**config.mk**
```make
export PLATFORM = sky130hd
export DESIGN_NAME = motor_relu_seq
export DESIGN_NICKNAME = d
export VERILOG_FILES = /design/src/rtl/motor_nn_pkg.sv /design/src/rtl/motor_relu_lane.sv /design/src/rtl/motor_relu_seq.sv
export SDC_FILE = /design/constraint.sdc
export NUM_CORES = 1
export LEC_CHECK = 0
export CAP_MARGIN = 20
export CORE_MARGIN = 5
export CORE_UTILIZATION = 49
export CTS_BUF_LIST = sky130_fd_sc_hd__clkbuf_4 sky130_fd_sc_hd__clkbuf_8
export CTS_CLUSTER_DIAMETER = 100
export DETAILED_ROUTE_END_ITERATION = 10
export GPL_TIMING_DRIVEN = 0
export PLACE_DENSITY = 0.82
export SLEW_MARGIN = 25
export SYNTH_ARGS = -nofsm -noshare
export SYNTH_HDL_FRONTEND = slang
export SYNTH_SLANG_ARGS = --single-unit
```
**constraint.sdc**
```tcl
create_clock -name ap_clk -period 2.9 [get_ports ap_clk]
set_clock_uncertainty 0.15 [all_clocks]
set_input_delay 0.58 -clock ap_clk [delete_from_list [all_inputs] [get_ports ap_clk]]
set_output_delay 0.58 -clock ap_clk [all_outputs]
set_load 0.005 [all_outputs]
```
**src/rtl/motor_nn_pkg.sv**
```systemverilog
// Shared definitions for the motor MPC network datapath: fixed-point
// format constants, the ReLU cap value and the ReLU scheduler FSM states.
package motor_nn_pkg;

    localparam int DATA_W = 32;
    localparam int INT_W  = 8;

    // ap_fixed<32,8>: two's complement, 8 integer bits, 24 fraction bits
    typedef logic signed [DATA_W-1:0] fix32_8_t;

    // 6.0 in ap_fixed<32,8>
    localparam fix32_8_t RELU_CAP = 32'h0600_0000;

    typedef enum logic [1:0] {
        IDLE = 2'd0,
        RUN  = 2'd1,
        DONE = 2'd2
    } relu_seq_state_t;

endpackage

```
**src/rtl/motor_relu_lane.sv**
```systemverilog
// Single combinational ReLU lane shared by the motor_relu_seq scheduler.
// Optional feature macro: MOTOR_RELU_CAP_EN selects a ReLU capped at
// RELU_CAP (6.0); without it a plain ReLU is built with no cap logic.
module motor_relu_lane #(
    parameter int DATA_W = 32
) (
    input  logic [DATA_W-1:0] x_i,
    output logic [DATA_W-1:0] y_o
);
    import motor_nn_pkg::*;

`ifdef MOTOR_RELU_CAP_EN
    localparam logic [DATA_W-1:0] CAP = DATA_W'(RELU_CAP);
`endif

    logic [DATA_W-1:0] relu;

    // Positive inputs pass (sign bit forced clear), zero and negatives go to 0;
    // with the cap enabled, anything strictly above the cap saturates to it.
    always_comb begin
        relu = ($signed(x_i) > 0) ? {1'b0, x_i[DATA_W-2:0]} : '0;
        y_o  = relu;
`ifdef MOTOR_RELU_CAP_EN
        if (relu > CAP) begin
            y_o = CAP;
        end
`endif
    end

endmodule

```
**src/rtl/motor_relu_seq.sv**
```systemverilog
// Time-multiplexed ReLU scheduler: latches an N_LANES vector on ap_start,
// pushes one lane per cycle through a shared motor_relu_lane and presents
// the collected results with an ap_done pulse (ap_ctrl_hs style).
// Optional feature macro: MOTOR_RELU_CAP_EN (capped ReLU in the lane unit).
module motor_relu_seq #(
    parameter int N_LANES = 4,
    parameter int DATA_W  = 32
) (
    input  logic                      ap_clk,
    input  logic                      ap_rst,
    input  logic                      ap_start,
    output logic                      ap_ready,
    output logic                      ap_idle,
    output logic                      ap_done,
    input  logic [N_LANES*DATA_W-1:0] in_vec,
    output logic [N_LANES*DATA_W-1:0] out_vec
);
    import motor_nn_pkg::*;

    localparam int IDX_W = $clog2(N_LANES);
    localparam logic [IDX_W-1:0] LAST_IDX = IDX_W'(N_LANES - 1);

    relu_seq_state_t           state_q, state_d;
    logic [IDX_W-1:0]          idx_q, idx_d;
    logic [N_LANES*DATA_W-1:0] in_buf_q, in_buf_d;
    logic [N_LANES*DATA_W-1:0] out_buf_q, out_buf_d;
    logic [DATA_W-1:0]         lane_x;
    logic [DATA_W-1:0]         lane_y;

    assign lane_x = in_buf_q[idx_q*DATA_W +: DATA_W];

    motor_relu_lane #(
        .DATA_W(DATA_W)
    ) u_lane (
        .x_i(lane_x),
        .y_o(lane_y)
    );

    // State, lane index and both buffers; reset clears everything, which also
    // aborts a run in flight and blanks the result bank.
    always_ff @(posedge ap_clk) begin
        if (ap_rst) begin
            state_q   <= IDLE;
            idx_q     <= '0;
            in_buf_q  <= '0;
            out_buf_q <= '0;
        end else begin
            state_q   <= state_d;
            idx_q     <= idx_d;
            in_buf_q  <= in_buf_d;
            out_buf_q <= out_buf_d;
        end
    end

    // Next-state logic: latch on start, walk the lanes one per cycle, then
    // spend a single cycle in DONE before accepting the next request.
    always_comb begin
        state_d   = state_q;
        idx_d     = idx_q;
        in_buf_d  = in_buf_q;
        out_buf_d = out_buf_q;
        case (state_q)
            IDLE: begin
                if (ap_start) begin
                    state_d  = RUN;
                    idx_d    = '0;
                    in_buf_d = in_vec;
                end
            end
            RUN: begin
                out_buf_d[idx_q*DATA_W +: DATA_W] = lane_y;
                if (idx_q == LAST_IDX) begin
                    state_d = DONE;
                end else begin
                    idx_d = idx_q + 1'b1;
                end
            end
            DONE: begin
                state_d = IDLE;
            end
            default: begin
                state_d = IDLE;
            end
        endcase
    end

    // Handshake outputs decoded straight from the state register.
    always_comb begin
        ap_idle  = (state_q == IDLE);
        ap_ready = (state_q == IDLE) && ap_start;
        ap_done  = (state_q == DONE);
    end

    assign out_vec = out_buf_q;

endmodule

```
==> results.rst <==
Physical design figures
=======================

.. list-table::
   :header-rows: 1

   * - Metric
     - Value
   * - Root buffer cell
     - sky130_fd_sc_hd__clkbuf_8
   * - Launch instance of the worst register-to-register path
     - idx_q[0]$_SDFFE_PP0P_
   * - Core area
     - 18,600 um2
   * - PnR Total Power
     - 7610 uW
   * - Number of standard cells reported by yosys
     - 914
   * - Residual overflow from global routing
     - 0
   * - End point of the critical path
     - out_vec[98]$_SDFFE_PP0P_
   * - Top Consumer
     - registers
   * - Type of origin of the critical path
     - flip-flop
   * - Final Hold Vio Count
     - 0
   * - Tightest slew margin relative to the limit
     - 52.4%
   * - Clock distribution power
     - 3110 uW
   * - Total of cells resized after clock tree synthesis
     - 8
   * - Crit path setup slack, layout
     - 0.169 ns
   * - Sum Neg Setup Slack
     - 0 ns
   * - CP most frequent cell
     - sky130_fd_sc_hd__buf_2
   * - Antenna diodes
     - 0
   * - Critical register-to-register path endpoint
     - out_vec[98]$_SDFFE_PP0P_
   * - Run status
     - finished, final reports clean
   * - Buffers & Inverters on Critical Path
     - 3
   * - Endpoint class of the critical path
     - flip-flop
   * - CTS tree
     - built
   * - Wire length of the first global-routing pass
     - 46,500 um
   * - Leading area contributor after synthesis
     - sky130_fd_sc_hd__dfxtp_1
   * - List of most frequent post-synthesis cells
     - sky130_fd_sc_hd__nand2_1 (259), sky130_fd_sc_hd__dfxtp_1 (256), sky130_fd_sc_hd__a21oi_1 (135), sky130_fd_sc_hd__a22o_1 (124), sky130_fd_sc_hd__clkbuf_1 (43)
   * - Net total in the final layout
     - 1,356
   * - Critical path type
     - reg2reg
   * - Largest fanout on the critical path
     - 10
   * - Sinks on Clock Net
     - 256
   * - Count of pins on the block boundary
     - 262
   * - Antenna violations before repair
     - 1
   * - Tally of non-filler cells in the final layout
     - 1,479
   * - Number of global-route vias before repair
     - 8,477
   * - Arrival time at the worst endpoint
     - 3.05 ns
   * - Cell types with the largest area share after synthesis
     - sky130_fd_sc_hd__dfxtp_1 (55%), sky130_fd_sc_hd__a22o_1 (12%), sky130_fd_sc_hd__nand2_1 (11%)
   * - Mux frac, synth
     - 7.80%
   * - Wire length on met1
     - 12,500 um
   * - Min Hold Slack
     - 0.302 ns
   * - Largest stage delay, worst path
     - 0.58 ns
   * - Flip-flop count of the largest register after layout
     - 128
   * - End of the worst hold path
     - in_buf_q[6]$_SDFFE_PP0P_
   * - Endpoints failing setup
     - 0
   * - Combinational power share
     - 10.4%
   * - Seq group
     - 3700 uW
   * - Static Leakage
     - 0.00493 uW
   * - Top achievable clock speed
     - 0.366 GHz
   * - Skew-Pair Late Insertion Delay
     - 0.53 ns
   * - Post-CTS setup buffer count
     - 3
   * - Yosys chip area
     - 9240 um2
   * - Met3 routing resource usage after global routing
     - 4.66%
   * - Top routing layer in use
     - met5
   * - Maximum number of pins on one net before global-route repair
     - 11
   * - Area-dominant class
     - registers
   * - Crit path cell chain
     - buf_2 -> inv_1 -> ha_1 -> or4b_4 -> nor4_4 -> buf_2 -> a22o_1
   * - Sequential group share of total power
     - 48.7%
   * - Avg Synthesized Cell Area
     - 10.1 um2
   * - Count of buffers from port buffering
     - 257
   * - Fill cell count
     - 1,406
   * - Number of design rule violations left after detail routing
     - 0
   * - Launch point of the worst hold path
     - in_buf_q[6]$_SDFFE_PP0P_
   * - Synthesized instance count
     - 914
   * - Critical Path RT
     - 3.22 ns
   * - Layout clock buffer count
     - 64
   * - Post-layout min period
     - 2.73 ns
   * - Count of different cell masters after synthesis
     - 24
   * - Combinational share of cell area
     - 28.7%
   * - Area fraction in and, or, nand and nor cells after synthesis
     - 12.4%
   * - Post-synth EDFFs
     - 0
   * - Warning count from the yosys run
     - 0
**Routing congestion map**

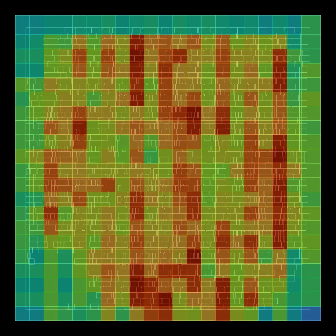
final routed wire length divided by cell count: 20.2 um
most heavily used metal layer in global routing: met2
met1 track demand over resource in global routing: 35.7%
global-route usage over all layers: 27.0%

**Sequential cells coloured by netlist name**

Scale bar: 50 um.
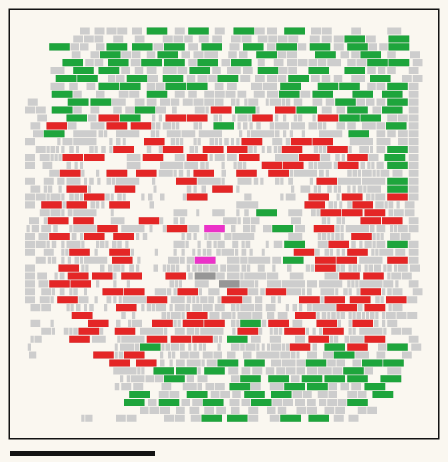
[out_vec] green | placed flops: 124 | where: widely spread
[idx_q] magenta | placed flops: 2
[in_buf_q] red | placed flops: 128
not coloured: 2

**Close-up of the layout**

Scale bar: 5 um. Region (64, 93) to (84, 113) um. Cells in grey, sequential cells in the stronger grey; small squares are vias.
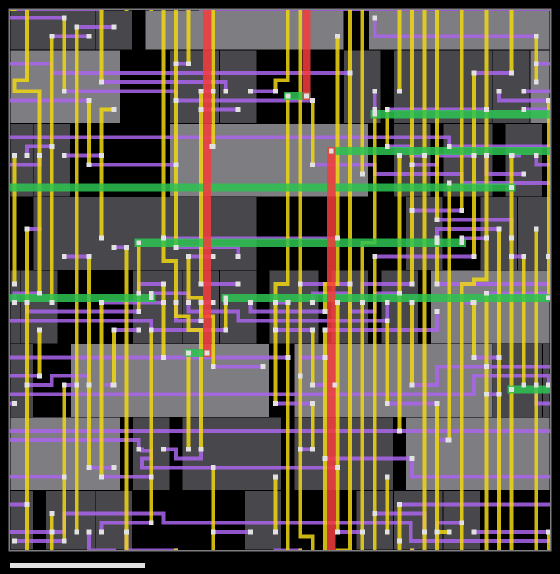
[M3] green
[M4] red
[M1] purple
[M2] yellow
most frequent: nand2_1 (18), dfxtp_1 (9), a21oi_1 (7)
sequential cells in the window: 9
netlist names of flops here include: in_buf_q (7), out_vec (2)
cells with their middle in the window: 41

**Selected gate families**

Scale bar: 50 um.
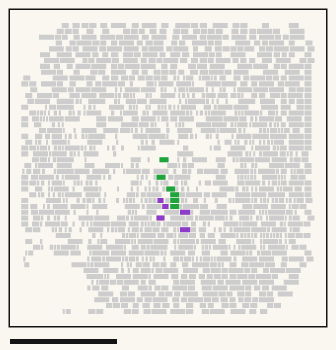
[fa/ha/maj cells] green | cells: 6 | where: centre
[and/or cells] purple | cells: 5

**Signal wires by layer**

Scale bar: 50 um.
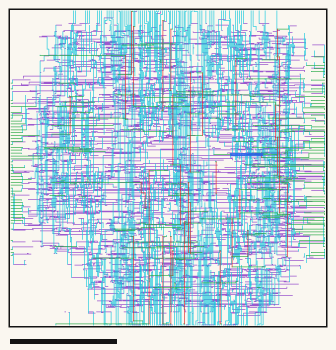
[M3] green | wire length: 2,080 um
[M1] purple | wire length: 12,500 um
[M5] blue | wire length: 13.8 um
[M4] red | wire length: 927 um
[M2] cyan | wire length: 14,300 um

Power figures rest on the tool's default switching activity, not on a simulated workload.
